--- src/rtl/lite_pkg.sv ---
// Shared definitions for the lite sequencer: instruction encodings, FSM states,
// field positions and datapath opcodes.
package lite_pkg;

    typedef enum logic [2:0] {
        OpNop   = 3'd0,
        OpPassA = 3'd1,
        OpPassB = 3'd2,
        OpLdi   = 3'd3,
        OpJmp   = 3'd4,
        OpBz    = 3'd5,
        OpOut   = 3'd6,
        OpHalt  = 3'd7
    } op_e;

    typedef enum logic [2:0] {
        StIdle,
        StFetch,
        StDecode,
        StExec,
        StWb,
        StHalt
    } state_e;

    localparam int unsigned InstrW   = 16;
    localparam int unsigned DataW    = 8;
    localparam int unsigned Dp2W     = 10;
    localparam int unsigned NumRegs  = 4;
    localparam int unsigned RegAddrW = 2;

    localparam int unsigned OpLsb  = 13;
    localparam int unsigned RdLsb  = 11;
    localparam int unsigned RaLsb  = 9;
    localparam int unsigned ImmLsb = 0;

    localparam logic [1:0] DpOpPassA = 2'b00;
    localparam logic [1:0] DpOpPassB = 2'b01;
    localparam logic [1:0] DpOpIdle  = 2'b11;

    function automatic op_e instr_op(input logic [InstrW-1:0] ir);
        return op_e'(ir[OpLsb +: 3]);
    endfunction

    function automatic logic [RegAddrW-1:0] instr_rd(input logic [InstrW-1:0] ir);
        return ir[RdLsb +: RegAddrW];
    endfunction

    function automatic logic [RegAddrW-1:0] instr_ra(input logic [InstrW-1:0] ir);
        return ir[RaLsb +: RegAddrW];
    endfunction

    function automatic logic [DataW-1:0] instr_imm(input logic [InstrW-1:0] ir);
        return ir[ImmLsb +: DataW];
    endfunction

endpackage

--- src/rtl/lite_regfile.sv ---
// 4x8 register file: one combinational read port, one synchronous write port,
// synchronous reset of every entry to zero.
module lite_regfile
    import lite_pkg::*;
(
    input  logic                i_clk,
    input  logic                i_rst,
    input  logic                i_we,
    input  logic [RegAddrW-1:0] i_waddr,
    input  logic [DataW-1:0]    i_wdata,
    input  logic [RegAddrW-1:0] i_raddr,
    output logic [DataW-1:0]    o_rdata
);

    logic [DataW-1:0] r_regs [NumRegs];

    always_ff @(posedge i_clk) begin
        if (i_rst) begin
            for (int i = 0; i < NumRegs; i++) begin
                r_regs[i] <= '0;
            end
        end else if (i_we) begin
            r_regs[i_waddr] <= i_wdata;
        end
    end

    assign o_rdata = r_regs[i_raddr];

endmodule

--- src/rtl/lite_sequencer.sv ---
// Instruction sequencer for the lite datapath: fetches 16-bit words, decodes them,
// drives the datapath and writes results back into the register file.
module lite_sequencer
    import lite_pkg::*;
#(
    parameter int unsigned PC_W = 8
) (
    input  logic              i_clk,
    input  logic              i_rst,
    input  logic              i_start,
    output logic              o_busy,
    output logic              o_halted,
    output logic              o_imem_req,
    output logic [PC_W-1:0]   o_imem_addr,
    input  logic              i_imem_valid,
    input  logic [InstrW-1:0] i_imem_data,
    output logic [1:0]        o_dp_opcode,
    output logic [DataW-1:0]  o_dp_d1,
    output logic [Dp2W-1:0]   o_dp_d2,
    input  logic [DataW-1:0]  i_dp_res,
    output logic [DataW-1:0]  o_out_data,
    output logic              o_out_valid
);

    state_e              r_state, w_state_next;
    logic [PC_W-1:0]     r_pc;
    logic [InstrW-1:0]   r_ir;
    logic [DataW-1:0]    r_out_data;

    op_e                 w_op;
    logic [RegAddrW-1:0] w_rd, w_ra;
    logic [DataW-1:0]    w_imm, w_ra_data, w_rf_wdata;
    logic [PC_W-1:0]     w_pc_inc, w_imm_pc;
    logic                w_rf_we;
    logic                w_unused_rsvd;

    assign w_op          = instr_op(r_ir);
    assign w_rd          = instr_rd(r_ir);
    assign w_ra          = instr_ra(r_ir);
    assign w_imm         = instr_imm(r_ir);
    assign w_unused_rsvd = r_ir[8];
    assign w_pc_inc      = r_pc + PC_W'(1);
    assign w_imm_pc      = PC_W'(w_imm);

    lite_regfile u_regfile (
        .i_clk   (i_clk),
        .i_rst   (i_rst),
        .i_we    (w_rf_we),
        .i_waddr (w_rd),
        .i_wdata (w_rf_wdata),
        .i_raddr (w_ra),
        .o_rdata (w_ra_data)
    );

    always_ff @(posedge i_clk) begin
        if (i_rst) begin
            r_state <= StIdle;
        end else begin
            r_state <= w_state_next;
        end
    end

    always_comb begin
        w_state_next = r_state;
        unique case (r_state)
            StIdle, StHalt: if (i_start) w_state_next = StFetch;
            StFetch:        if (i_imem_valid) w_state_next = StDecode;
            StDecode: begin
                if (w_op == OpPassA || w_op == OpPassB) begin
                    w_state_next = StExec;
                end else if (w_op == OpHalt) begin
                    w_state_next = StHalt;
                end else begin
                    w_state_next = StFetch;
                end
            end
            StExec:  w_state_next = StWb;
            StWb:    w_state_next = StFetch;
            default: w_state_next = StIdle;
        endcase
    end

    always_comb begin
        o_busy      = 1'b1;
        o_halted    = 1'b0;
        o_imem_req  = 1'b0;
        o_dp_opcode = DpOpIdle;
        o_dp_d1     = '0;
        o_dp_d2     = '0;
        o_out_valid = 1'b0;
        w_rf_we     = 1'b0;
        w_rf_wdata  = i_dp_res;
        unique case (r_state)
            StIdle:  o_busy = 1'b0;
            StHalt: begin
                o_busy   = 1'b0;
                o_halted = 1'b1;
            end
            StFetch: o_imem_req = 1'b1;
            StDecode: begin
                o_out_valid = (w_op == OpOut);
                if (w_op == OpLdi) begin
                    w_rf_we    = 1'b1;
                    w_rf_wdata = w_imm;
                end
            end
            StExec: begin
                if (w_op == OpPassA) begin
                    o_dp_opcode = DpOpPassA;
                    o_dp_d1     = w_ra_data;
                end else begin
                    o_dp_opcode = DpOpPassB;
                    o_dp_d2     = {2'b00, w_imm};
                end
            end
            StWb:    w_rf_we = 1'b1;
            default: ;
        endcase
    end

    // PC, IR and the held output value; PC stays on HALT so the halt address is visible.
    always_ff @(posedge i_clk) begin
        if (i_rst) begin
            r_pc       <= '0;
            r_ir       <= '0;
            r_out_data <= '0;
        end else begin
            case (r_state)
                StIdle, StHalt: if (i_start) r_pc <= '0;
                StFetch:        if (i_imem_valid) r_ir <= i_imem_data;
                StDecode: begin
                    case (w_op)
                        OpJmp:   r_pc <= w_imm_pc;
                        OpBz:    r_pc <= (w_ra_data == '0) ? w_imm_pc : w_pc_inc;
                        OpHalt:  r_pc <= r_pc;
                        OpPassA, OpPassB: r_pc <= r_pc;
                        default: r_pc <= w_pc_inc;
                    endcase
                    if (w_op == OpOut) r_out_data <= w_ra_data;
                end
                StWb:    r_pc <= w_pc_inc;
                default: ;
            endcase
        end
    end

    assign o_imem_addr = r_pc;
    assign o_out_data  = o_out_valid ? w_ra_data : r_out_data;

endmodule

--- config.mk ---
export PLATFORM = sky130hd
export DESIGN_NAME = lite_sequencer
export DESIGN_NICKNAME = d
export VERILOG_FILES = /design/src/rtl/lite_pkg.sv /design/src/rtl/lite_regfile.sv /design/src/rtl/lite_sequencer.sv
export SDC_FILE = /design/constraint.sdc
export NUM_CORES = 1
export LEC_CHECK = 0
export ABC_AREA = 1
export CORE_UTILIZATION = 45
export DETAILED_ROUTE_END_ITERATION = 12
export PLACE_DENSITY = 0.7
export SYNTH_ARGS = -nofsm -noshare
export SYNTH_HDL_FRONTEND = slang
export SYNTH_HIERARCHICAL = 1
export SYNTH_SLANG_ARGS = --single-unit
--- constraint.sdc ---
create_clock -name i_clk -period 3.2 [get_ports i_clk]
set_clock_uncertainty 0.15 [all_clocks]
set_input_delay 0.64 -clock i_clk [delete_from_list [all_inputs] [get_ports i_clk]]
set_output_delay 0.64 -clock i_clk [all_outputs]
set_load 0.01 [all_outputs]
**Run 1: placement by cell class**

Scale bar: 20 µm. Fill, decap, tap and diode cells in gray.
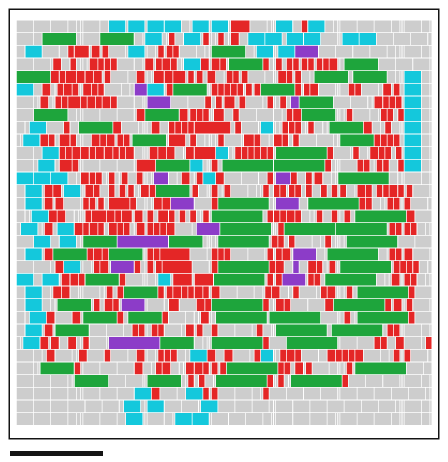
Key: remaining logic cells = red [cells 431]; clock drivers and dummy loads = purple [cells 16]; remaining buffers and delay cells = cyan [cells 70]; sequential cells = green [cells 66]
post-layout util: 59.0%
Core Footprint: 7770 µm²
fraction of area in registers: 35.8%
Cell Rows: 32
final instance area: 4580 µm²

**Run 1: wiring by layer**

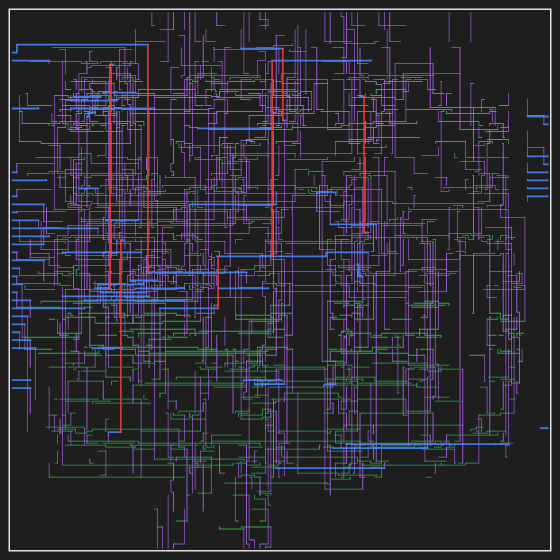
Key: M1 = green [wire length 3,930 µm]; M4 = red [wire length 187 µm]; M3 = blue [wire length 476 µm]; M2 = purple [wire length 4,210 µm]
GR Util All Layers: 22.5%
Via Count: 3,367
drt wl/cell: 12.9 µm

**Run 1: signal metal coverage by tile**

18 x 18 tiles, from black (low) to pale yellow (high), scaled to the fullest tile. Values are wire area over tile area, all layers added.
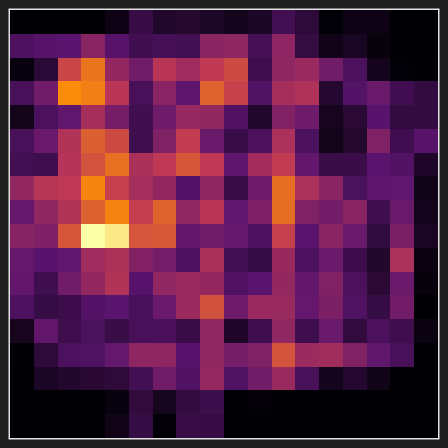
10% of the tiles are over half the peak. The mean over all tiles is 0.17. The fullest tile reaches 0.66. The densest ninth of the die: west.
Routed WL: 8810 µm

==> out/metrics.csv, run 1 <==
stage,metric,value,unit
clock_tree,postcts setup bufs,0,
power_and_ir_drop,"Power, Total",2310,µW
sta,clock period minus worst slack,2.99,ns
power_and_ir_drop,PwrDens,503,nW/µm²
route,drt first pass iters,5,
clock_tree,CTS tree,done,
die,io pins,68,
critical_path,"most used cell, CP",inv_1,
job,Log Warnings,27,
synthesis,Unique cell types,34,
clock_tree,Late-Pin Clk Latency,0.34,ns
clock_tree,Clock Tree Root,clkbuf_8,
sta,final hold vios,0,
route,drc violations,0,
critical_path,"slowest stage delay, CP",0.57,ns
sta,fmax,335,MHz
sta,worst setup margin,0.214,ns
synthesis,synth top area cells,"edfxtp_1 (26%), dfxtp_1 (19%), nand2_1 (11%)",
place,DP Cell Count,669,
critical_path,WP data arrival,2.20,ns
place,post-DP HPWL,6440,µm
critical_path,crit path max fanout,10,
finish,nets,607,
critical_path,critical path start-end classification,reg -> out,
sta,cycle use final,93.3,%
sta,Rel. slew slack,20.0,%
sta,worst hold slack,0.345,ns
sta,final setup vio count,0,
critical_path,critical path buffer and inverter count,4,
synthesis,sequential share of the synthesized area,45.1,%
place,pre-CTS WS,0.596,ns
clock_tree,CTS sink count,66,
global_routing,initial antenna violation count,0,
die,chip area,8450,µm²
global_routing,vias in the first global route,3127,
synthesis,Synth top area share,26.4,%
finish,# fillers,697,
synthesis,area fraction in compound gates,9.53,%
job,max-cap violations,0,
sta,worst slew pin tran,1.19,ns
synthesis,yosys xor share,0.482,%
synthesis,adder-cell share of the synthesized area,0.344,%
power_and_ir_drop,Leakage Power,0.00204,µW
clock_tree,Clock H-tree levels,3,
synthesis,Synthesized registers,66,
synthesis,Gate Count Post-Synth,511,
global_routing,first-pass GRT wire length,14700,µm
synthesis,post-synth top area cell,edfxtp_1,
synthesis,Yosys Instances,511,
critical_path,CP Capture Type,primary output,
finish,Layout area overhead,25.9,%
finish,Non-Filler Instances,685,
synthesis,yosys warning tally,6,
place,IO Port Bufs,64,
critical_path,"CP delay by family, top",buffers and inverters,
clock_tree,CTS Hold Bufs,0,
clock_tree,post-cts sizing count,0,
run_status,run status,"finished, final reports clean",
power_and_ir_drop,maximum VDD drop,0.000282,V
die,Die W,91.9,µm
hold_path,worst hold path type,reg -> reg,
clock_tree,"Reg clk slew, reported paths",0.07,ns
sta,max-slew violations,0,
synthesis,Mapped Area,3640,µm²
finish,Top cell excl fill/tap,nand2_1,
critical_path,Worst Path Required,2.41,ns
global_routing,grt ovf,0,
place,routability cong.,0.880,
==> run 1: cell usage after synthesis, drive strengths merged <==
library cell / instances
dfxtp: 34
clkinv: 1
o21bai: 1
conb: 1
inv: 97
a211oi: 1
ha: 1
clkbuf: 6
buf: 9
o21ai: 42
nand4: 4
nand2: 112
a31oi: 1
xnor2: 2
nor4: 1
edfxtp: 32
nand3: 40
nor2b: 1
nor3: 16
a21oi: 23
nand3b: 1
nor2: 85
==> run 1: final timing paths <==
check	start	endpoint	slack, ns	cells past startpoint
worst max register to register	r_state[2]	u_regfile/r_regs[2][5]	0.64	7
worst max-delay path	r_ir[10]	o_out_data[1]	0.21	8
worst min-delay path	r_out_data[5]	r_out_data[5]	0.34	2
worst min register to register	r_out_data[5]	r_out_data[5]	0.34	2
==> run 1: where the power goes <==
group	leakage, µW	internal, µW	switching (µW)
clock	0.000107	441	331
sequential	0.000608	949	61.6
combinational	0.00132	198	324
==> run 1: cell families (layout without fill, tap and decap cells) <==
family | Yosys count | count (layout)
compound gates | 68 | 68
xor+xnor | 2 | 2
fa+ha+maj | 1 | 1
buf+inv | 113 | 184
flops | 66 | 66
other cells | 1 | 2
simple gates | 260 | 260
==> run 1: state kept, by name (all words and copies together), names as in the netlist <==
register and flops:
o_imem_addr 8, r_out_data 8, r_ir 15, u_regfile/r_regs 32, r_state 3
==> run 1: area by class of cell <==
cell class                 count  area [µm²]  share of cell area, %
clock buffer                  10         128                   2.79
clock inverter                 6        90.1                   1.97
inverter                      98         368                   8.03
multi-input combinational    333        1540                   33.6
sequential                    66        1640                   35.8
tap                          102         128                   2.79
timing repair buffer          70         686                   15.0
==> run 1: per-layer routing <==
layer  track usage (%)  part of all wire [%]
met1              29.4                    45
met2              36.7                    48
met3              4.23                   5.4
met4              8.98                   2.1
met5                 0                     0
--- run 2 (diff from run 1) ---
- CTS_CLUSTER_DIAMETER: default -> 60
- GPL_ROUTABILITY_DRIVEN: default -> 0
**Run 2: signal wires on met1**

Supply wires on this layer in gray.
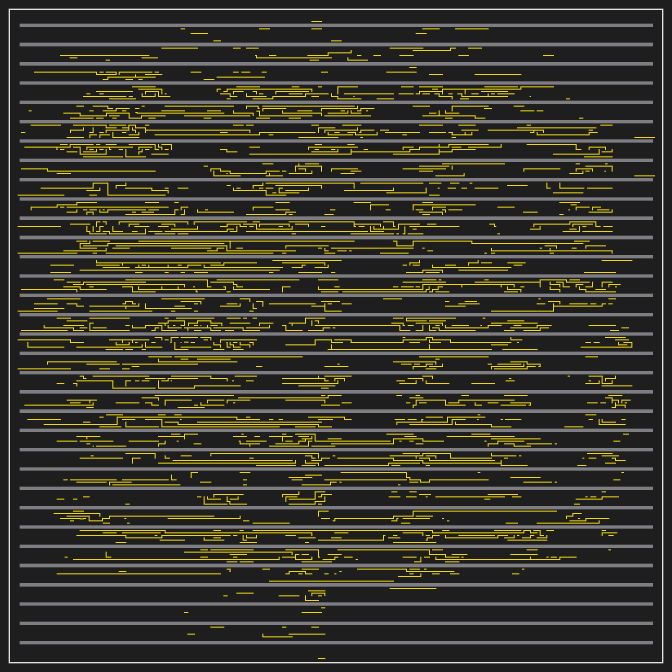
The wires run mostly horizontal. 551 nets have wire on it.
global routing usage on met1: 29.4%

**Run 2: placement by cell class**

Scale bar: 20 µm. Fill, decap, tap and diode cells in gray.
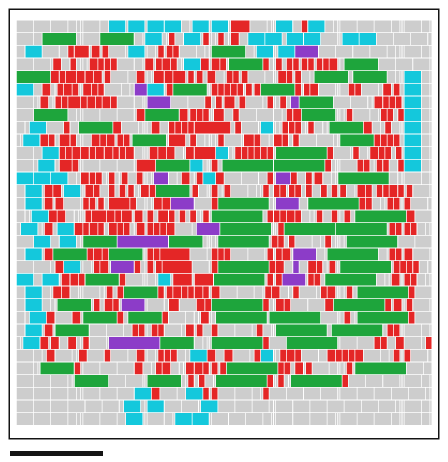
Key: clock drivers and dummy loads = purple [cells 16]; sequential cells = green [cells 66]; remaining logic cells = red [cells 431]; remaining buffers and delay cells = cyan [cells 70]

==> run 2 against run 1 <==
Effect of this change:
- first-iteration DRC count is the same
- wire length is the same
- power unchanged
- synthesized cell count unchanged
- maximum frequency unchanged
- critical path type unchanged
==> out/metrics.csv, run 2 <==
stage,metric,value,unit
run_status,run status,"finished, final reports clean",
synthesis,Commonest flop,dfxtp_1,
global_routing,grt ovf,0,
power_and_ir_drop,PwrDens,503,nW/µm²
clock_tree,Clock Tree Root,clkbuf_8,
sta,clock period minus worst slack,2.99,ns
synthesis,yosys warning tally,6,
sta,final hold vios,0,
critical_path,CP Capture Type,primary output,
job,Log Warnings,27,
place,DP Cell Count,669,
sta,max-slew violations,0,
synthesis,Synthesized registers,66,
sta,cycle use final,93.3,%
critical_path,reg2reg start,r_state[2],
power_and_ir_drop,sw frac,31.1,%
critical_path,critical path buffer and inverter count,4,
finish,Reg area,1640,µm²
clock_tree,Late-Pin Clk Latency,0.34,ns
synthesis,Synth top area share,26.4,%
route,Routed WL,8810,µm
hold_path,hold depth,2,
clock_tree,CTS Hold Bufs,0,
hold_path,worst hold endpoint,r_out_data[5],
finish,nets,607,
finish,Comb area,1540,µm²
critical_path,R2R Path End,u_regfile/r_regs[2][5],
finish,# fillers,697,
synthesis,area fraction in compound gates,9.53,%
finish,most flop-heavy register,u_regfile/r_regs,
critical_path,crit path max fanout,10,
sta,fmax,335,MHz
synthesis,Yosys Instances,511,
route,Via Count,3367,
power_and_ir_drop,Comb. pwr,522,µW
clock_tree,Clock H-tree levels,3,
global_routing,initial antenna violation count,0,
place,pre-CTS WS,0.596,ns
synthesis,sequential share of the synthesized area,45.1,%
==> run 2: cell counts after synthesis <==
No cell type changed its count.
==> run 2: logic make-up after synthesis <==
group,count (synthesis)
adders and majority gates,1
and+or+nand+nor,260
AOI/OAI and AO/OA,68
other,1
buffers and inverters,113
DFF,66
xor gates and xnor gates,2
==> run 2: routing by layer <==
metal	GRT usage (%)	up-vias	wire [µm]
met4	8.98	0	187
met2	36.7	106	4210
met5	0	-	0
met3	4.23	16	475
met1	29.4	1508	3930
li1	-	1737	-
==> run 2: through the flow <==
stage          total power [µW]  hold slack [ns]  util (%)  instance area [µm²]
2_1_floorplan              1360            0.299         -                 3640
3_3_place_gp               1540            0.326      56.2                 4360
3_5_place_dp               1540            0.335      56.2                 4360
4_1_cts                    2320            0.354      59.0                 4580
5_1_grt                    2440            0.383      59.0                 4580
6_report                   2310            0.345      59.0                 4580
==> run 2: final cells by class <==
cell class,count,share of cell area [%]
Clock inverter,6,1.97
Multi-Input combinational cell,333,33.6
Inverter,98,8.03
Timing Repair Buffer,70,15.0
Clock buffer,10,2.79
Sequential cell,66,35.8
Tap cell,102,2.79
==> run 2: worst max path at each step <==
stage / start / end / slack [ns] / depth (start not counted)
after floorplan: r_state[2] / u_regfile/r_regs[2][0] / 0.75 / 8
after global placement: r_ir[15] / o_dp_opcode[0] / 0.63 / 5
after detailed placement: r_ir[10] / o_out_data[1] / 0.60 / 8
after CTS: r_ir[10] / o_out_data[1] / 0.21 / 8
after global routing: r_ir[10] / o_out_data[1] / 0.03 / 8
final: r_ir[10] / o_out_data[1] / 0.21 / 8
==> run 2: tightest hold or removal path: cells and delay by family, from the launching register on <==
kind,cells,cell delay [ns]
flops,1,0.31
compound gates,1,0.08
simple gates,1,0.08
Power is estimated from default activity; no workload was simulated.
